===== src/rtl/mult_accumulator.sv =====
// Saturating accumulator that sums a run of signed products from an upstream multiplier.
// It holds the final sum for a valid/ready consumer.
module mult_accumulator #(
  parameter int DATA_WIDTH = 8,
  parameter int PROD_WIDTH = 2 * DATA_WIDTH,
  parameter int ACC_WIDTH  = 18,
  parameter int LEN_WIDTH  = 4
) (
  input  logic                         clk,
  input  logic                         rst,
  input  logic                         start,
  input  logic [LEN_WIDTH-1:0]         len,
  input  logic                         clear,
  input  logic signed [PROD_WIDTH-1:0] prod_in,
  input  logic                         prod_valid,
  output logic                         prod_ready,
  output logic signed [ACC_WIDTH-1:0]  acc_out,
  output logic                         ovf,
  output logic                         out_valid,
  input  logic                         out_ready
);

  localparam logic [1:0] S_IDLE  = 2'd0;
  localparam logic [1:0] S_ACCUM = 2'd1;
  localparam logic [1:0] S_DONE  = 2'd2;

  localparam logic signed [ACC_WIDTH-1:0] ACC_MAX = {1'b0, {(ACC_WIDTH-1){1'b1}}};
  localparam logic signed [ACC_WIDTH-1:0] ACC_MIN = {1'b1, {(ACC_WIDTH-1){1'b0}}};
  localparam logic [LEN_WIDTH:0]          CNT_ONE = {{LEN_WIDTH{1'b0}}, 1'b1};
  localparam logic [LEN_WIDTH:0]          CNT_FULL = {1'b1, {LEN_WIDTH{1'b0}}};

  logic [1:0]                  r_state;
  logic signed [ACC_WIDTH-1:0] r_acc;
  logic                        r_ovf;
  logic [LEN_WIDTH:0]          r_cnt;
  logic [LEN_WIDTH-1:0]        r_len;

  logic                        w_accept;
  logic signed [ACC_WIDTH:0]   w_prod_ext;
  logic signed [ACC_WIDTH:0]   w_acc_ext;
  logic signed [ACC_WIDTH:0]   w_sum;
  logic                        w_sat;
  logic signed [ACC_WIDTH-1:0] w_acc_next;
  logic [LEN_WIDTH:0]          w_cnt_inc;
  logic [LEN_WIDTH:0]          w_target;
  logic                        w_last;

  assign prod_ready = (r_state == S_ACCUM);
  assign out_valid  = (r_state == S_DONE);
  assign acc_out    = r_acc;
  assign ovf        = r_ovf;

  assign w_accept   = prod_ready && prod_valid;
  assign w_prod_ext = {{(ACC_WIDTH+1-PROD_WIDTH){prod_in[PROD_WIDTH-1]}}, prod_in};
  assign w_acc_ext  = {r_acc[ACC_WIDTH-1], r_acc};
  assign w_sum      = w_acc_ext + w_prod_ext;

  // One guard bit is enough: the top two bits disagree exactly when the sum left the ACC range.
  assign w_sat      = (w_sum[ACC_WIDTH] != w_sum[ACC_WIDTH-1]);
  assign w_acc_next = w_sat ? (w_sum[ACC_WIDTH] ? ACC_MIN : ACC_MAX) : w_sum[ACC_WIDTH-1:0];

  assign w_cnt_inc  = r_cnt + CNT_ONE;
  assign w_target   = (r_len == '0) ? CNT_FULL : {1'b0, r_len};
  assign w_last     = (w_cnt_inc == w_target);

  always_ff @(posedge clk or posedge rst) begin
    if (rst) begin
      r_state <= S_IDLE;
      r_acc   <= '0;
      r_ovf   <= 1'b0;
      r_cnt   <= '0;
      r_len   <= '0;
    end else if (clear) begin
      r_state <= S_IDLE;
      r_acc   <= '0;
      r_ovf   <= 1'b0;
      r_cnt   <= '0;
    end else begin
      case (r_state)
        S_IDLE: begin
          if (start) begin
            r_len   <= len;
            r_acc   <= '0;
            r_ovf   <= 1'b0;
            r_cnt   <= '0;
            r_state <= S_ACCUM;
          end
        end
        S_ACCUM: begin
          if (w_accept) begin
            r_acc <= w_acc_next;
            r_ovf <= r_ovf | w_sat;
            r_cnt <= w_cnt_inc;
            if (w_last) begin
              r_state <= S_DONE;
            end
          end
        end
        S_DONE: begin
          // Result stays in r_acc after release so it is still readable from IDLE.
          if (out_ready) begin
            r_state <= S_IDLE;
          end
        end
        default: r_state <= S_IDLE;
      endcase
    end
  end

endmodule


===== config.mk =====
export PLATFORM = sky130hd
export DESIGN_NAME = mult_accumulator
export DESIGN_NICKNAME = d
export VERILOG_FILES = /design/src/rtl/mult_accumulator.sv
export SDC_FILE = /design/constraint.sdc
export NUM_CORES = 1
export LEC_CHECK = 0
export ABC_AREA = 1
export ABC_CLOCK_PERIOD_IN_PS = 3730
export CORE_MARGIN = 2
export CORE_UTILIZATION = 40
export DETAILED_ROUTE_END_ITERATION = 10
export GPL_TIMING_DRIVEN = 0
export PLACE_DENSITY = 0.72
export SYNTH_ARGS = -nofsm -noshare
export SYNTH_HDL_FRONTEND = slang
export SYNTH_SLANG_ARGS = --single-unit

===== constraint.sdc =====
create_clock -name clk -period 3.73 [get_ports clk]
set_clock_uncertainty 0.1 [all_clocks]
set_input_delay 0.746 -clock clk [delete_from_list [all_inputs] [get_ports clk]]
set_output_delay 0.746 -clock clk [all_outputs]
set_load 0.05 [all_outputs]

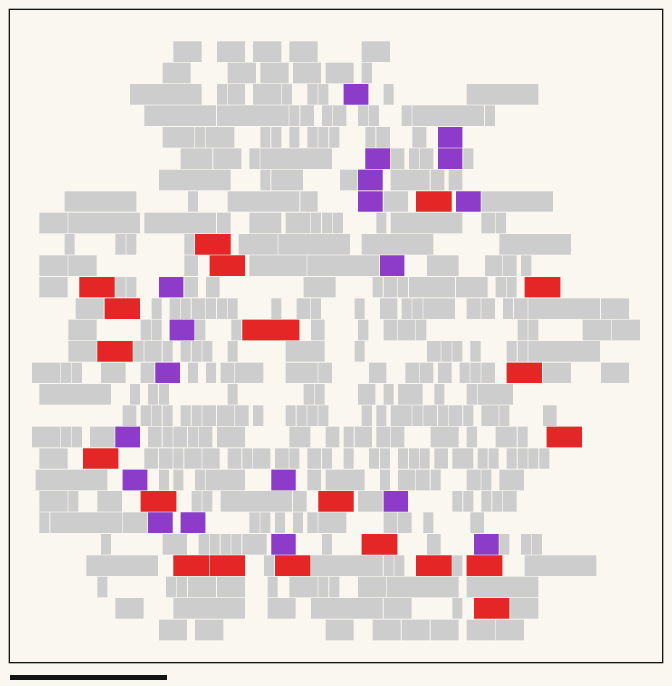
**Above:** run 1 (gate-type map).
Scale bar: 20 um.
adder and majority cells: in red, cells 20, most used ha_1. XOR/XNOR gates: in purple, cells 19, most used xnor2_1.

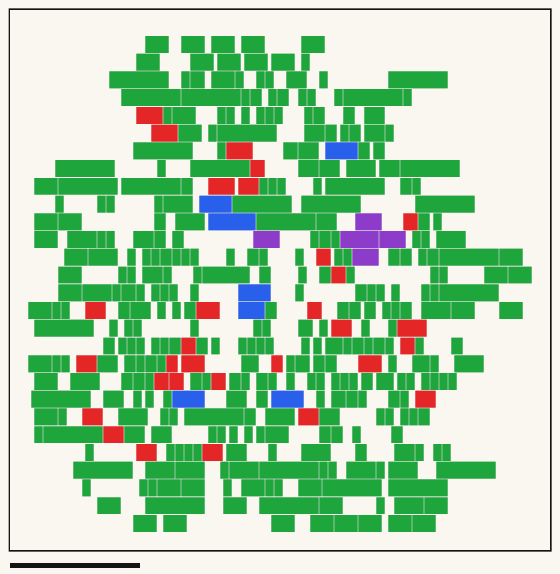
**Above:** run 1 (sizing map).
Scale bar: 20 um.
_0 and _1 cells: in green, cells 348, share 89%. _3 and _4 cells: in purple, cells 5, share 1.3%. _2 cells: in red, cells 30, share 7.7%. _6 and larger: in blue, cells 7, share 1.8%.

==> flow_metrics.py, run 1 <==
# Synthesis and PnR figures
metrics = {
    "worst_setup_path": {
        "slowest_delay_ps": 480,
        "cp_data_arrival_time_ps": 3180,
        "rrSetupSlack_ps": 1210,
        "reg2regPathDepth": 13,
        "crit_top_cell": "nand2_1",
        "critical_path_buf_inv_count": 3,
        "critPathLaunch": "prod_in[0]",
    },
    "timing": {
        "period_minus_slack_ps": 3100,
        "hold_viol": 0,
        "drv_slew": 0,
        "fmax_mhz": 322,
    },
    "placed_design": {
        "place_congestion": 0.910,
        "dp_hpwl_um": 4730,
    },
    "logic_synthesis": {
        "ys_sh_xor_pct": 6.70,
        "avgSynthCellArea_um2": 7.37,
        "yosys-top-cells-area": "dfrtp_1, nand2_1, ha_1, nand3_1, inv_1",
        "synth_area_leader_cell": "dfrtp_1",
        "ys_area_um2": 2480,
    },
    "floorplan": {
        "io-pin-count": 47,
        "core_area_um2": 5960,
    },
    "global_route": {
        "grt_pass1_vias": 2219,
    },
    "layout": {
        "synthToLayoutAreaGrowth_pct": 25.5,
        "logic_area_um2": 1570,
        "nets": 436,
    },
    "status": {
        "run_status": "complete, no violations",
    },
    "clock_tree": {
        "ctsLongestPathBuffers": 2,
        "clkTransAtPathRegs_ps": 60,
        "clock_latency_ps": 280,
        "clock-sinks": 30,
    },
    "routing": {
        "antenna_left": 0,
        "first_pass_iters": 4,
        "vias": 2350,
    },
    "min_path": {
        "whs_endpoint": "acc_out[15]",
    },
}
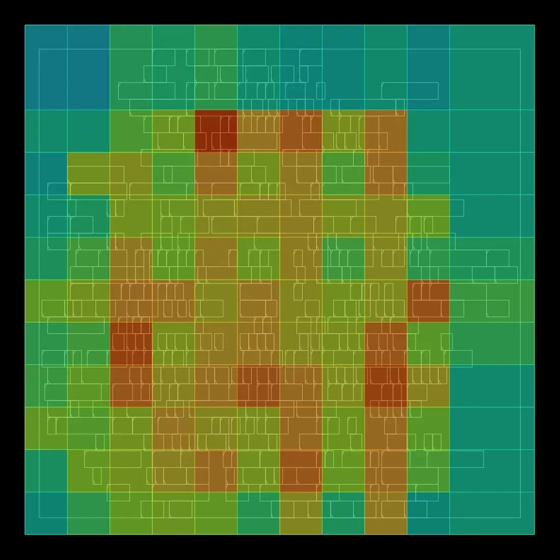
**Above:** run 1 (track usage over the die).
met1 GRT Util: 26.8%
Finished Core Util: 52.3%

## run 1: layout make-up
type	instances	share of cell area, %
clock inverter	2	0.321
buffer	4	1.24
clock buffer	5	2.21
multi-input combinational	270	50.4
sequential	30	24.1
inverter	33	3.97
timing repair buffer	46	14.8
tap	75	3.01
## run 1: cells in the final DEF, fill, tap and decap left out, types with 2 or more instances in the layout
cell / n
nand2_1: 111
clkdlybuf4s50_1: 46
inv_1: 33
dfrtp_1: 30
nand3_1: 27
nor2_1: 21
ha_1: 19
a21oi_1: 12
o21ai_0: 11
xnor2_1: 10
xor2_1: 9
nand2_2: 8
o21ai_2: 6
clkbuf_8: 5
a21oi_2: 4
nand2_4: 4
o21ai_1: 4
mux2_2: 4
nor2_2: 2
nand3_2: 2
clkbuf_1: 2
a211oi_1: 2
nor4_1: 2
clkinv_2: 2
## run 1: flip-flops by register name, summed over array words and instances, names as in the netlist
register / count
r_len: 4
acc_out: 18
r_cnt: 5
r_state: 2
ovf: 1
## run 1: per-stage QoR
step / utilization (%) / hold slack [ps] / total power [uW] / cells / area (um2)
final: 52.3 / 413 / 1100 / 465 / 3120
after global routing: 52.3 / 434 / 1170 / 465 / 3120
after CTS: 52.3 / 418 / 1110 / 465 / 3120
after detailed placement: 51.0 / 400 / 855 / 458 / 3040
after global placement: 51.0 / 392 / 846 / 458 / 3040
after floorplan: - / 386 / 723 / 337 / 2480
## run 1: per-layer routing
metal  vias up  GRT usage [%]  part of all wire, %
li1       1207              -                    -
met1      1091           26.8                   47
met2        47           31.0                   48
met3         5           3.25                  4.4
met4         0           4.92                  1.1
met5         -              0                    0
## run 1: report_power, final
group	switching [uW]	internal (uW)
registers	32.2	359
clock network	127	125
logic	283	175
total	443	659
**Run 1: placed cells, one color a class**

Scale bar: 20 um.
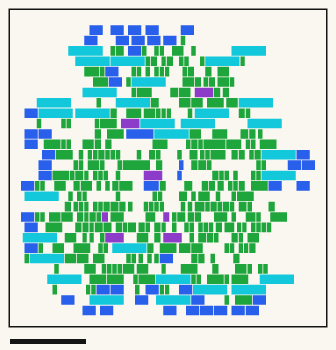

## Run 2: what changed since run 1
ABC_CLOCK_PERIOD_IN_PS = 2690   (was 3730)
PLACE_DENSITY = 0.74   (was 0.72)
clock period = 2.69 ns   (was 3.73 ns; I/O delays follow)
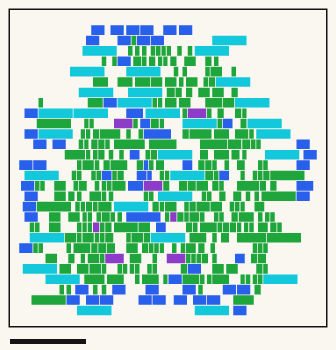
**Above:** run 2 (placed cells, one color a class).
Scale bar: 20 um.
flops: in cyan, cells 30. other buffers and delay cells: in blue, cells 60. clock drivers and dummy loads: in purple, cells 7. combinational and other logic: in green, cells 303.

==> flow_metrics.py, run 2 <==
# Synthesis and PnR figures
metrics = {
    "worst_setup_path": {
        "start_kind": "input port",
        "slowest_delay_ps": 410,
        "cp_data_arrival_time_ps": 2680,
        "cp_max_fo": 6,
        "critPathLaunch": "prod_in[10]",
        "critical_path_buf_inv_count": 2,
    },
    "clock_tree": {
        "ctsLongestPathBuffers": 2,
        "clock_tree.root_cell": "clkbuf_8",
        "clock-sinks": 30,
        "clkTransAtPathRegs_ps": 70,
        "clock_latency_ps": 280,
    },
    "global_route": {
        "grt_pass1_wl_um": 10300,
        "grt_pass1_vias": 2342,
        "grt_max_degree": 31,
    },
    "timing": {
        "tightest_slew_ps": 1210,
        "whs_ps": 416,
        "drv_slew": 0,
        "period_minus_slack_ps": 2610,
        "fmax_mhz": 384,
        "setup_slack_ps": 82.7,
    },
    "flow_run": {
        "max_cap_violations": 0,
        "warnings": 26,
    },
    "floorplan": {
        "core_area_um2": 5960,
        "io-pin-count": 47,
    },
    "power_and_ir_drop": {
        "total_power_uw": 1620,
    },
    "logic_synthesis": {
        "avgSynthCellArea_um2": 7.37,
        "synth_area_leader_cell": "dfrtp_1",
        "ys_area_um2": 2480,
        "yosys-top-cells-area": "dfrtp_1, nand2_1, ha_1, nand3_1, inv_1",
        "dominantRegCellSynth": "dfrtp_1",
    },
    "status": {
        "run_status": "complete, no violations",
    },
    "layout": {
        "nets": 446,
        "final_area_um2": 3390,
        "mostFrequentLayoutCell": "nand2_1",
        "largest_reg_flops": 18,
        "layout_top_cells": "nand2_1, clkdlybuf4s50_1, inv_1",
        "layout.cells.non_filler": 475,
    },
    "routing": {
        "first_pass_iters": 4,
        "antenna_left": 0,
        "drtIter0Drc": 108,
        "wirelength_um": 6530,
        "vias": 2421,
    },
    "placed_design": {
        "dp_hpwl_um": 4790,
        "dp_cells": 458,
        "place_area_um2": 3040,
        "place_congestion": 0.945,
    },
    "min_path": {
        "min_from": "acc_out[7]",
    },
}
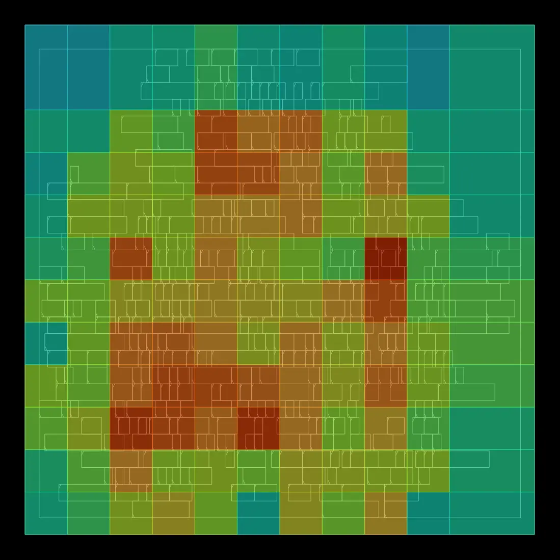
**Above:** run 2 (track usage over the die).
Finished Core Util: 56.9%
GRT Total Usage: 19.6%
met1 GRT Util: 25.0%
grt peak-use layer: met2

-- run 2: cell count changes in the layout (fill, tap and decap cells not counted), sizes merged --
cell,delta
clkbuf,+1
buf,+9
clkdlybuf4s50,-2
dlymetal6s2s,+2
-- run 2: cells by family (layout without fill, tap and decap cells) --
logic type                 after synthesis  count (layout)  share of synthesized area, %
xor gates and xnor gates                19              19                          6.70
AOI/OAI and AO/OA                       44              44                          11.4
adders and majority gates               20              20                          10.4
and+or+nand+nor                        183             183                          32.9
DFF                                     30              30                          30.2
muxes                                    4               4                          1.81
buffers and inverters                   37             100                          6.55
-- run 2: cell type report --
cell class | count | area (um2) | area share [%]
plain buffers | 4 | 38.8 | 1.14
clock buffers | 5 | 68.8 | 2.03
clock inverters | 2 | 10.0 | 0.295
inverters | 33 | 124 | 3.66
multi-input cells | 270 | 1740 | 51.5
flip-flops and latches | 30 | 751 | 22.2
well taps | 75 | 93.8 | 2.77
repair buffers | 56 | 558 | 16.5
-- run 2: final timing paths --
check / to / slack [ps] / depth (start not counted)
worst max-delay path: acc_out[10] / 80 / 13
worst min-delay path: acc_out[7] / 420 / 2
worst max register to register: acc_out[10] / 350 / 12
worst min register to register: acc_out[7] / 420 / 2
max in group asynchronous: r_len[0] / 990 / 2
min in group asynchronous: acc_out[4] / 780 / 2
-- run 2: worst min-delay path, stage by stage (launching register included) --
cell	delay [ps]
dfrtp_1	370
nand2_1	60
nand2_1	60
-- run 2: metal layers --
metal,vias up,track usage [%],part of all wire (%),routed length [um]
met5,-,0,0,0
met4,0,5.41,1.3,82
met3,7,3.14,3.6,238
met2,49,34.4,50,3260
met1,1136,25.0,45,2950
li1,1229,-,-,-
-- run 2: where the power goes --
group,internal (uW),switching [uW]
Sequential,498,49.7
Clock,173,176
Combinational,295,428
Total,966,653
Power is estimated from default activity; no workload was simulated.
